==> config.mk <==
export PLATFORM = sky130hd
export DESIGN_NAME = simple_processor_instr_sequencer
export DESIGN_NICKNAME = d
export VERILOG_FILES = /design/src/rtl/simple_processor_instr_sequencer.sv
export SDC_FILE = /design/constraint.sdc
export NUM_CORES = 1
export LEC_CHECK = 0
export ABC_AREA = 1
export CAP_MARGIN = 20
export CORE_ASPECT_RATIO = 1.1
export CORE_MARGIN = 1
export CORE_UTILIZATION = 60
export CTS_CLUSTER_DIAMETER = 150
export DETAILED_ROUTE_END_ITERATION = 8
export PLACE_DENSITY = 0.8
export SLEW_MARGIN = 20
export SYNTH_ARGS = -nofsm -noshare
export SYNTH_HDL_FRONTEND = slang
export SYNTH_SLANG_ARGS = --single-unit
==> constraint.sdc <==
create_clock -name Clock -period 7.15 [get_ports Clock]
set_input_delay 1.7875 -clock Clock [delete_from_list [all_inputs] [get_ports Clock]]
set_output_delay 1.7875 -clock Clock [all_outputs]
set_load 0.02 [all_outputs]
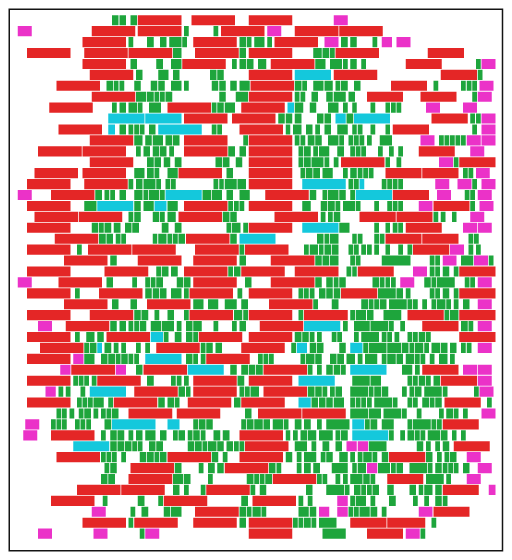
(run_1/placement_by_type.png)
| colour | class | cells | share of their area |
|---|---|---|---|
| green | combinational and other logic | 808 | 38% |
| red | flops | 184 | 50% |
| cyan | clock drivers and dummy loads | 32 | 5.7% |
| magenta | other buffers and delay cells | 68 | 6.1% |
Util after Layout: 69.2%
flop share of the area: 49.3%
std cell rows: 48
cell area after layout: 10800 sq um
CORE AREA: 15600 sq um

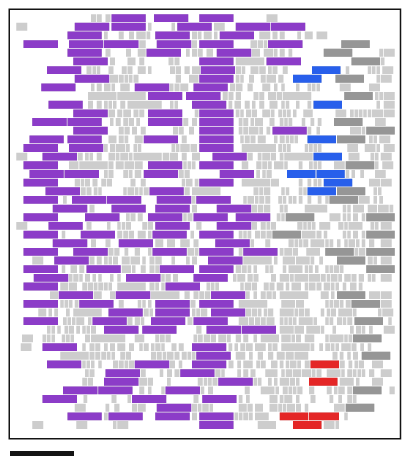
(run_1/flops_by_reg.png)
The bar under the picture is 20 um long. Other sequential cells in the stronger grey, the rest of the logic in the fainter grey.
| colour | signal | placed flops |
|---|---|---|
| purple | mem | 144 |
| blue | DIN | 9 |
| red | pc | 5 |
not coloured: 26
Seq. cell area: 5330 sq um
Seq. pwr: 1.34 mW

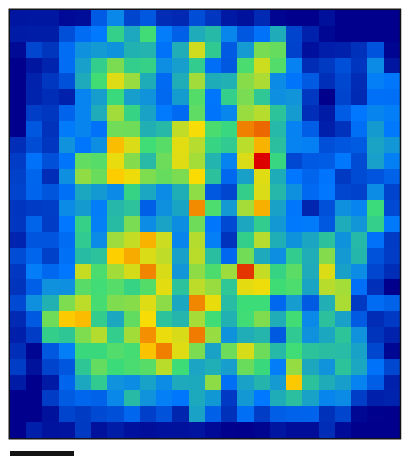
(run_1/metal_density.png)
The bar under the picture is 20 um long. The die is cut into 24 by 27 equal tiles; dark blue is low, red is high, scaled to the fullest tile. Values are wire area over tile area, all layers added.
tiles over half the peak: 23%
nearly empty tiles: 5.7%
densest ninth of the die: middle
fullest tile: 0.80
routed length per placed instance: 19.6 um
GRT Util Overall: 31.6%
vias: 8062

==> results.sh <==
# implementation run metrics
export IMPL_hold_path_class="reg2reg"
export IMPL_ys_flops=184
export IMPL_worstSetupEndpointType="flop"
export IMPL_ys_types=41
export IMPL_total_power_mw=4.56
export IMPL_grt_ovfl_total=0
export IMPL_finalNetCount=1130
export IMPL_yosys_warnings=0
export IMPL_ys_seq_share_pct=55.6
export IMPL_syn_nets=1102
export IMPL_final_period_utilization_pct=60.1
export IMPL_post_place_cells=1259
export IMPL_first_pass_iters=6
export IMPL_grt_pass1_wl_um=39000
export IMPL_rrSetupSlack_ns=2.85
export IMPL_initCoreUtil_pct=61.3
export IMPL_ir_drop_v=0.000245
export IMPL_worstPathArrival_ns=4.62
export IMPL_grt_max_degree=84
export IMPL_via_per_inst=6.24
export IMPL_pwr_density_cell_nw_per_um2=422
export IMPL_wl_um=25300
export IMPL_holdPathStages=2
export IMPL_critPathLaunchType="flop"
export IMPL_lay_top_cells="nand2_1, o21ai_0, edfxtp_1"
export IMPL_post_cts_setup_buffers=0
export IMPL_cp_num_cells=20
export IMPL_die_height_um=134
export IMPL_path_max_fanout=53
export IMPL_fin_hold_ws_ns=0.470
export IMPL_cts_buffer_depth=2
export IMPL_criticalPathCategory="reg2reg"
export IMPL_tool_warnings=31
export IMPL_finalCriticalPeriod_ns=4.30
export IMPL_drt_iter0_markers=942
export IMPL_rsz0062_at_grt="no"
export IMPL_power_leakage_nw=4.23
export IMPL_die_w_um=122
export IMPL_yosys_stat_area_sq_um=9570
export IMPL_cts_tree="yes"
export IMPL_antennaDiodeCount=0
export IMPL_setup_violations=0
export IMPL_cts_resized=0
export IMPL_worst_slew_pin_slew_ns=1.15
export IMPL_fin_cells=1292
export IMPL_rr_worst_depth=20
export IMPL_yosys_cells=1051
export IMPL_cp_required_ns=7.47
export IMPL_drive_gt1_share_pct=6.87
export IMPL_port_buffers=57
export IMPL_largest_register_ffs=144
export IMPL_clock_latency_ns=0.43
export IMPL_grt_pass1_vias=7533
export IMPL_edf_count=144
export IMPL_cp_cell_sequence="inv_1 -> ha_1 -> inv_2 -> nand2_2 -> inv_2 -> ha_1 -> nand3_1 -> xor2_1 -> ha_1 -> nand2_1 -> nor3_1 -> a211oi_1 -> a21oi_2 -> nand2_2 -> nand2_2 -> nand2_4 -> nand2_1 -> nand2_1 -> nand2_1 -> nand2_1"
export IMPL_place_hpwl_um=15400
export IMPL_gp_congestion=0.864
export IMPL_synth_top_flop_cell="edfxtp_1"
export IMPL_status="complete, no violations"
export IMPL_synthCells=1051
export IMPL_relSlewSlack_pct=23.0
export IMPL_cap_violations=0
export IMPL_max_stage_delay_ns=0.73
export IMPL_final_antenna_net_count=0
export IMPL_clock_skew_final_ns=0.0104
export IMPL_max_freq_ghz=0.233
export IMPL_clock_sinks=184
export IMPL_avgSynthCellArea_sq_um=9.11
export IMPL_setup_tns_ns=0
export IMPL_cts_buffers=17
export IMPL_synthArstFlopShare_pct=21.7
export IMPL_slowest_stage="inv_2"
export IMPL_critPathTopFamily="buffers and inverters"
export IMPL_antenna_found_initial=0
export IMPL_die_area_sq_um=16500
export IMPL_drc=0
export IMPL_ctsHtreeMaxLevel=4
export IMPL_synth_area_sq_um=9570
export IMPL_worst_path_buf_inv=3
export IMPL_holdBufCountCts=0
export IMPL_syn_to_final_growth_pct=12.8
export IMPL_boundaryPins=58
export IMPL_mostFrequentLayoutCell="nand2_1"
export IMPL_clk_pin_slew_ns=0.07
export IMPL_root_buffer="clkbuf_16"
export IMPL_slew_viol_final=0
export IMPL_cp_common_cell="nand2_1"
export IMPL_finalHoldViolCount=0
-- run 1: metrics by stage --
stage	setup WS, ns	cell area [sq um]
CTS	2.88	10800
floorplan	3.74	9570
detailed placement	2.92	10200
global route	2.46	10800
finish	2.85	10800
global placement	3.00	10200
-- run 1: worst min-delay path, cell delays in order (launching register included) --
cell	delay, ns
dfrtp_1	0.34
nand2_1	0.05
nand2_1	0.04
-- run 1: cell usage after synthesis (2+ instances only) --
cell,n,area share [%]
a221oi_1,2,0.18
nand2_1,203,8.0
nand3b_1,7,0.55
inv_2,8,0.31
o221ai_1,12,1.1
nand3_2,2,0.21
a211oi_1,2,0.16
o21ai_1,5,0.26
o2111ai_1,2,0.18
nand4_1,2,0.13
buf_4,5,0.39
dfrtp_1,40,10
nor3_1,4,0.21
or2_2,8,0.52
inv_1,76,3.0
o22ai_1,20,1.3
buf_2,19,0.99
edfxtp_1,144,45
nand3_1,62,3.2
nor2_1,119,4.7
ha_1,19,2.5
xnor2_1,3,0.27
a21oi_1,49,2.6
nand2_4,2,0.24
clkbuf_1,28,1.1
o211ai_1,31,2.4
buf_6,3,0.35
o21ai_0,155,8.1
nand2_2,4,0.26
buf_1,4,0.16
-- run 1: layer usage --
layer / part of all wire (%) / track usage, % / wire (um)
met1: 39 / 42.7 / 9790
met2: 47 / 50.1 / 11800
met3: 11 / 5.87 / 2840
met4: 3.1 / 13.6 / 794
met5: 0 / 0 / 0
-- run 1: kinds of logic after synthesis --
| group | Yosys count | synth area share, % |
|---|---|---|
| and+or+nand+nor | 417 | 18.4 |
| AOI/OAI and AO/OA | 281 | 16.5 |
| DFF | 184 | 55.6 |
| buffers and inverters | 145 | 6.42 |
| adders and majority gates | 19 | 2.48 |
| xor gates and xnor gates | 5 | 0.536 |
-- run 1: report_power, final --
group          leakage (nW)  internal, mW  switching (mW)
clock                 0.289         0.553           0.410
combinational          2.13         0.733            1.52
sequential             1.81          1.27          0.0751
total                  4.23          2.55            2.00
-- run 1: area by class of cell --
class                   count  area, sq um
flip-flops and latches    184         5330
multi-input cells         722         3650
fillers                  1185         4820
clock buffers              18          429
clock inverters            14          171
repair buffers             68          648
well taps                 200          250
inverters                  86          328
Power is estimated from default activity; no workload was simulated.
